**config.mk**
```make
export PLATFORM = sky130hd
export DESIGN_NAME = ip_framer
export DESIGN_NICKNAME = d
export VERILOG_FILES = /design/src/rtl/ip_pkg.sv /design/src/rtl/ip_checksum.sv /design/src/rtl/ip_framer.sv
export SDC_FILE = /design/constraint.sdc
export NUM_CORES = 1
export LEC_CHECK = 0
export ABC_AREA = 1
export CAP_MARGIN = 10
export CORE_ASPECT_RATIO = 0.75
export CORE_MARGIN = 2
export CORE_UTILIZATION = 58
export CTS_CLUSTER_DIAMETER = 100
export CTS_CLUSTER_SIZE = 20
export DETAILED_ROUTE_END_ITERATION = 10
export PLACE_DENSITY = 0.92
export SETUP_SLACK_MARGIN = 0.02
export SLEW_MARGIN = 20
export SYNTH_ARGS = -nofsm -noshare
export SYNTH_HDL_FRONTEND = slang
export SYNTH_SLANG_ARGS = --single-unit
```
**constraint.sdc**
```tcl
create_clock -name clk -period 19.8 [get_ports clk]
set_input_delay 1.98 -clock clk [delete_from_list [all_inputs] [get_ports clk]]
set_output_delay 1.98 -clock clk [all_outputs]
set_load 0.02 [all_outputs]
```
**src/rtl/ip_pkg.sv**
```systemverilog
// IPv4 header constants, protocol numbers and framer state encoding.
// Shared by the framer, the checksum unit and the matching deframer.
package ip_pkg;

  localparam int          AXIS_BYTES    = 4;
  localparam int          IP_HDR_BYTES  = 20;
  localparam logic [7:0]  IP_VER_IHL    = 8'h45;
  localparam logic [7:0]  IP_FLAGS_DF   = 8'h40;
  localparam logic [7:0]  IP_PROTO_ICMP = 8'd1;
  localparam logic [7:0]  IP_PROTO_TCP  = 8'd6;
  localparam logic [7:0]  IP_PROTO_UDP  = 8'd17;

  typedef enum logic [2:0] {
    ST_IDLE,
    ST_CKSUM,
    ST_HDR0,
    ST_HDR1,
    ST_HDR2,
    ST_HDR3,
    ST_HDR4,
    ST_PAYLOAD
  } ip_state_e;

endpackage

```
**src/rtl/ip_checksum.sv**
```systemverilog
// Registered ones'-complement checksum over N 16-bit words; result updates one cycle after i_en.
// No backpressure: the caller holds i_words stable in the cycle i_en is high.
module ip_checksum #(
  parameter int N = 9
) (
  input  logic            clk,
  input  logic            sresetn,
  input  logic            i_en,
  input  logic [16*N-1:0] i_words,
  output logic [15:0]     o_cksum
);

  logic [31:0] w_sum;
  logic [16:0] w_fold1;
  logic [15:0] w_fold2;
  logic [15:0] r_cksum;

  // Two folds suffice: the first leaves at most one carry, the second absorbs it.
  always_comb begin
    w_sum = '0;
    for (int i = 0; i < N; i++) begin
      w_sum = w_sum + 32'(i_words[16*i +: 16]);
    end
    w_fold1 = {1'b0, w_sum[15:0]} + {1'b0, w_sum[31:16]};
    w_fold2 = w_fold1[15:0] + {15'd0, w_fold1[16]};
  end

  always_ff @(posedge clk) begin
    if (!sresetn) begin
      r_cksum <= '0;
    end else if (i_en) begin
      r_cksum <= ~w_fold2;
    end
  end

  assign o_cksum = r_cksum;

endmodule

```
**src/rtl/ip_framer.sv**
```systemverilog
// IPv4 TX encapsulator: 20-byte header then payload; first header beat 2 cycles after tvalid in IDLE.
// Header beats stall on axis_o_tready; payload is a combinational passthrough of valid/ready.
module ip_framer
  import ip_pkg::*;
#(
  parameter logic [7:0] TTL = 8'd64
) (
  input  logic        clk,
  input  logic        sresetn,
  input  logic        axis_i_tvalid,
  output logic        axis_i_tready,
  input  logic [31:0] axis_i_tdata,
  input  logic [3:0]  axis_i_tkeep,
  input  logic        axis_i_tlast,
  input  logic [15:0] axis_i_length,
  input  logic [7:0]  axis_i_protocol,
  input  logic [31:0] axis_i_src_ip,
  input  logic [31:0] axis_i_dst_ip,
  output logic        axis_o_tvalid,
  input  logic        axis_o_tready,
  output logic [31:0] axis_o_tdata,
  output logic [3:0]  axis_o_tkeep,
  output logic        axis_o_tlast
);

  ip_state_e   r_state;
  ip_state_e   w_state_nxt;
  logic [15:0] r_total_len;
  logic [7:0]  r_proto;
  logic [31:0] r_src_ip;
  logic [31:0] r_dst_ip;
  logic [15:0] r_id;
  logic [15:0] w_cksum;
  logic [143:0] w_words;
  logic        w_hdr_beat;
  logic [31:0] w_hdr_dat;

  // IP addresses arrive in wire byte order, so swap bytes to get big-endian header words.
  assign w_words = {
    {IP_VER_IHL, 8'h00},
    r_total_len,
    r_id,
    {IP_FLAGS_DF, 8'h00},
    {TTL, r_proto},
    {r_src_ip[7:0],   r_src_ip[15:8]},
    {r_src_ip[23:16], r_src_ip[31:24]},
    {r_dst_ip[7:0],   r_dst_ip[15:8]},
    {r_dst_ip[23:16], r_dst_ip[31:24]}
  };

  ip_checksum #(.N(9)) u_cksum (
    .clk     (clk),
    .sresetn (sresetn),
    .i_en    (r_state == ST_CKSUM),
    .i_words (w_words),
    .o_cksum (w_cksum)
  );

  always_comb begin
    w_hdr_beat = 1'b1;
    w_hdr_dat  = '0;
    case (r_state)
      ST_HDR0: w_hdr_dat = {r_total_len[7:0], r_total_len[15:8], 8'h00, IP_VER_IHL};
      ST_HDR1: w_hdr_dat = {8'h00, IP_FLAGS_DF, r_id[7:0], r_id[15:8]};
      ST_HDR2: w_hdr_dat = {w_cksum[7:0], w_cksum[15:8], r_proto, TTL};
      ST_HDR3: w_hdr_dat = r_src_ip;
      ST_HDR4: w_hdr_dat = r_dst_ip;
      default: w_hdr_beat = 1'b0;
    endcase
  end

  always_comb begin
    w_state_nxt   = r_state;
    axis_i_tready = 1'b0;
    axis_o_tvalid = 1'b0;
    axis_o_tdata  = '0;
    axis_o_tkeep  = '0;
    axis_o_tlast  = 1'b0;
    if (w_hdr_beat) begin
      axis_o_tvalid = 1'b1;
      axis_o_tdata  = w_hdr_dat;
      axis_o_tkeep  = 4'hF;
    end
    case (r_state)
      ST_IDLE:  if (axis_i_tvalid) w_state_nxt = ST_CKSUM;
      ST_CKSUM: w_state_nxt = ST_HDR0;
      ST_HDR0:  if (axis_o_tready) w_state_nxt = ST_HDR1;
      ST_HDR1:  if (axis_o_tready) w_state_nxt = ST_HDR2;
      ST_HDR2:  if (axis_o_tready) w_state_nxt = ST_HDR3;
      ST_HDR3:  if (axis_o_tready) w_state_nxt = ST_HDR4;
      ST_HDR4:  if (axis_o_tready) w_state_nxt = ST_PAYLOAD;
      ST_PAYLOAD: begin
        axis_o_tvalid = axis_i_tvalid;
        axis_o_tdata  = axis_i_tdata;
        axis_o_tkeep  = axis_i_tkeep;
        axis_o_tlast  = axis_i_tlast;
        axis_i_tready = axis_o_tready;
        if (axis_i_tvalid && axis_o_tready && axis_i_tlast) w_state_nxt = ST_IDLE;
      end
      default:  w_state_nxt = ST_IDLE;
    endcase
  end

  always_ff @(posedge clk) begin
    if (!sresetn) begin
      r_state     <= ST_IDLE;
      r_total_len <= '0;
      r_proto     <= '0;
      r_src_ip    <= '0;
      r_dst_ip    <= '0;
      r_id        <= '0;
    end else begin
      r_state <= w_state_nxt;
      // Sideband is captured once per frame; the first beat stays unconsumed until PAYLOAD.
      if (r_state == ST_IDLE && axis_i_tvalid) begin
        r_total_len <= axis_i_length + 16'(IP_HDR_BYTES);
        r_proto     <= axis_i_protocol;
        r_src_ip    <= axis_i_src_ip;
        r_dst_ip    <= axis_i_dst_ip;
      end
      if (r_state == ST_PAYLOAD && axis_i_tvalid && axis_o_tready && axis_i_tlast) begin
        r_id <= r_id + 16'd1;
      end
    end
  end

endmodule

```
run_1/cell_classes.png
Scale bar: 50 µm.
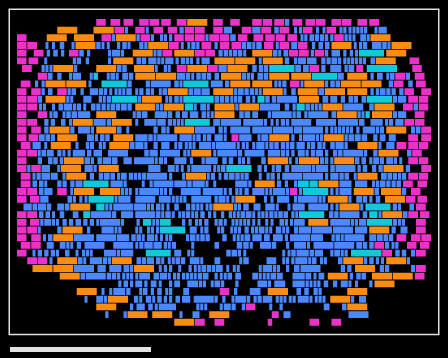
Key: magenta = other buffers and delay cells [cells 171, share of their area 15%]; blue = all other logic [cells 1,158, share of their area 59%]; cyan = clock drivers and dummy loads [cells 32, share of their area 5.3%]; orange = flip-flops [cells 123, share of their area 21%]
design area: 11,900 µm²
# rows: 40
Seq area share: 20.8%
Core ar.: 16,000 µm²
Final Core Density: 74.3%

run_1/pdn.png
Pins as bars on the die edge. Tap cells in grey.
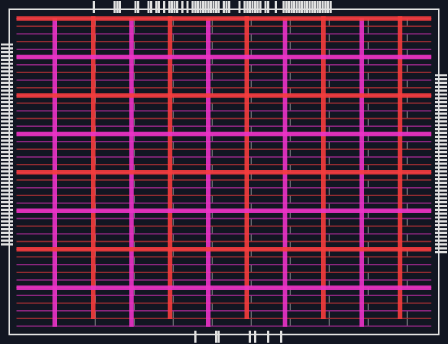
Key: red = VDD; magenta = VSS
10 straps on met4. 168 signal pins sit on the boundary. The core has 40 rows. 210 tap cells. 41 met1 rails follow the rows.
Die Y: 115 µm
peak supply drop: 0.000121 V
Die Wd: 151 µm

==> changes_impl.md, run 1 <==
### Metrics

* Status: complete, no violations
* Cells after Synth at about 1,300
* Final Hold Fails at 0
* Count of non-CTS inverters in the layout at 282
* Tmin final at roughly 8.9 ns
* Top cell area share at a little over a quarter
* Gate power share at 68.4%
* Commonest flop: dfxtp_1
* Non-clk bufs at 171
* Crit. Startpoint: r_dst_ip[8]$_SDFFE_PN0P_
* Post-synth area hogs: dfxtp_1, fa_1, inv_1, nand2_1, a21oi_1
* Vias in the first global route at ~9,600
* Delay-heaviest family, CP: adder cells
* Yosys top cell by instances: inv_1
* Area of the multi-input gates at between 5000 and 6000 µm²
* Clock buffer count at 17
* Logic family by area: AND-OR/OR-AND gates
* Yosys Instances at about 1,300
* Area fraction in mux cells at 0%
* Final non-clock buffer share at between 10 and 15%
* Critical path peak fanout at 5
* Power Density at around 180 nW/µm²
* Reg2reg end: u_cksum.o_cksum[15]$_SDFFE_PN0P_
run_1/final_congestion.png
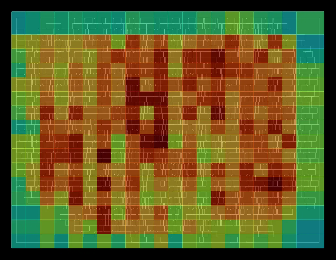
met3 Track Usage GR: 7.17%
met1 Use GR: 44.7%
wire length per cell: 17.8 µm

run_1/clock_map.png
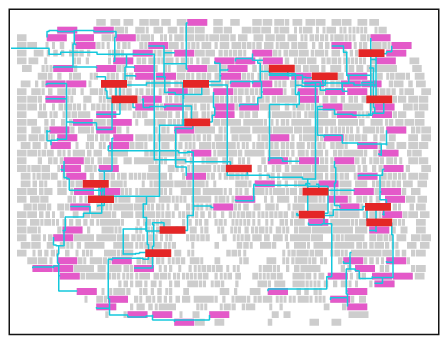
Key: red = cells driving clock nets [count 17]; magenta = flip-flops [count 123]; cyan = clock wires [length 1,880 µm]
There are 18 routed clock nets. Position of the flops: all over the die.
Clock Skew: 0.0149 ns
clk ins delay skew pair: 0.44 ns
Clock power frac: 15.7%

==> run 1 -> run 2 <==
--- a/config.mk
+++ b/config.mk
@@ -9,11 +9,11 @@
 export CAP_MARGIN = 10
 export CORE_ASPECT_RATIO = 0.75
 export CORE_MARGIN = 2
-export CORE_UTILIZATION = 58
+export CORE_UTILIZATION = 54
 export CTS_CLUSTER_DIAMETER = 100
 export CTS_CLUSTER_SIZE = 20
 export DETAILED_ROUTE_END_ITERATION = 10
-export PLACE_DENSITY = 0.92
+export PLACE_DENSITY = 0.87
 export SETUP_SLACK_MARGIN = 0.02
 export SLEW_MARGIN = 20
 export SYNTH_ARGS = -nofsm -noshare
==> constraint.sdc (replaced) <==
create_clock -name clk -period 8.9 [get_ports clk]
set_input_delay 0.89 -clock clk [delete_from_list [all_inputs] [get_ports clk]]
set_output_delay 0.89 -clock clk [all_outputs]
set_load 0.02 [all_outputs]
run_2/pdn.png
Pins as bars on the die edge. Tap cells in grey.
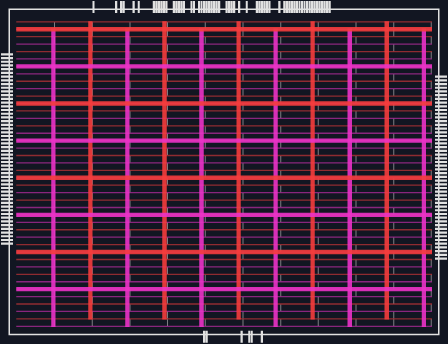
Die Y: 119 µm
Core ar.: 17,000 µm²
peak supply drop: 0.000280 V
Die Wd: 157 µm

==> run 2 against run 1 <==
- sequential power rose by 120%
- largest cell class unchanged
- clock-buffer cell count rose by 2
- clock skew fell by 0.0074 ns
- critical endpoint is now u_cksum.o_cksum[14]$_SDFFE_PN0P_
- critical path type unchanged
==> changes_impl.md, run 2 <==
### Metrics

* Clock buffer count at 19
* Status: complete, no violations
* Top cell area share at a little over a quarter
* Chip area at 18,600 µm²
* Post-Syn Nets at 1,562
* Area of the multi-input gates at slightly below 6000 µm²
* Clk ins delay skew pair at about 0.43 ns
* Final non-clock buffer share at between 10 and 15%
* Max_cap viols at 0
* Initial antenna violation count at 0
* Final Hold Fails at 0
* Crit. Startpoint: r_dst_ip[10]$_SDFFE_PN0P_
* Critical path peak fanout at 5
* Gate power share at about 69%
* WL met3 at 2530 µm
* Worst r2r src: r_dst_ip[10]$_SDFFE_PN0P_
* Yosys Instances at between 1,000 and 1,500
* DR vias at ~9,600
* Non-clk bufs at 176
* Clock Skew at ~0.0075 ns
* Commonest flop: dfxtp_1
* AND-OR/OR-AND share of the synthesized area at 20.6%
* Count of non-CTS inverters in the layout at between 200 and 300
* Top sig layer: met4
* Yosys warning total at 0
* Vias in the first global route at ~9,400
* Cells after Synth at roughly 1,300
* Post-synth area hogs: dfxtp_1, fa_1, inv_1, nand2_1, a21oi_1
* Ant. Diodes at 0
* Top cells excl fill/tap: inv_1, nand2_1, clkdlybuf4s50_1, a21oi_1, dfxtp_1
* Met3 Track Usage GR at 6.09%
* Dpl ws at approximately 0.18 ns
* Setup crit end: u_cksum.o_cksum[14]$_SDFFE_PN0P_
* Logic family by area: AND-OR/OR-AND gates
* Area fraction in mux cells at 0%
* Design area at approximately 12,000 µm²
* Cell Count Post-Placement at 1,691
* # rows at 41
* Power Density at approximately 400 nW/µm²
* Clock power frac at 15.5%
* Number of flops mapped to enable cells by yosys at 0
* Tmin final at just over 8 ns
* Delay-heaviest family, CP: simple AND/OR/NAND/NOR gates
* Vias/cell at ~5.6
* Met1 Use GR at around 42%
* Reg2reg end: u_cksum.o_cksum[14]$_SDFFE_PN0P_
* Yosys top cell by instances: inv_1
* Fin cells at between 1,500 and 2,000
run_2/registers.png
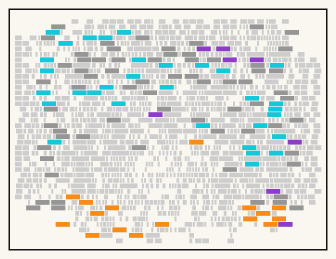
Key: orange = `u_cksum.o_cksum` [placed flops 16]; purple = `r_proto` [placed flops 8]; cyan = `r_dst_ip` [placed flops 32]
FF+latch area: 2460 µm²
sequential power: 0.753 mW
Seq area share: 20.5%
Final Core Density: 70.7%

Power figures rest on the tool's default switching activity, not on a simulated workload.
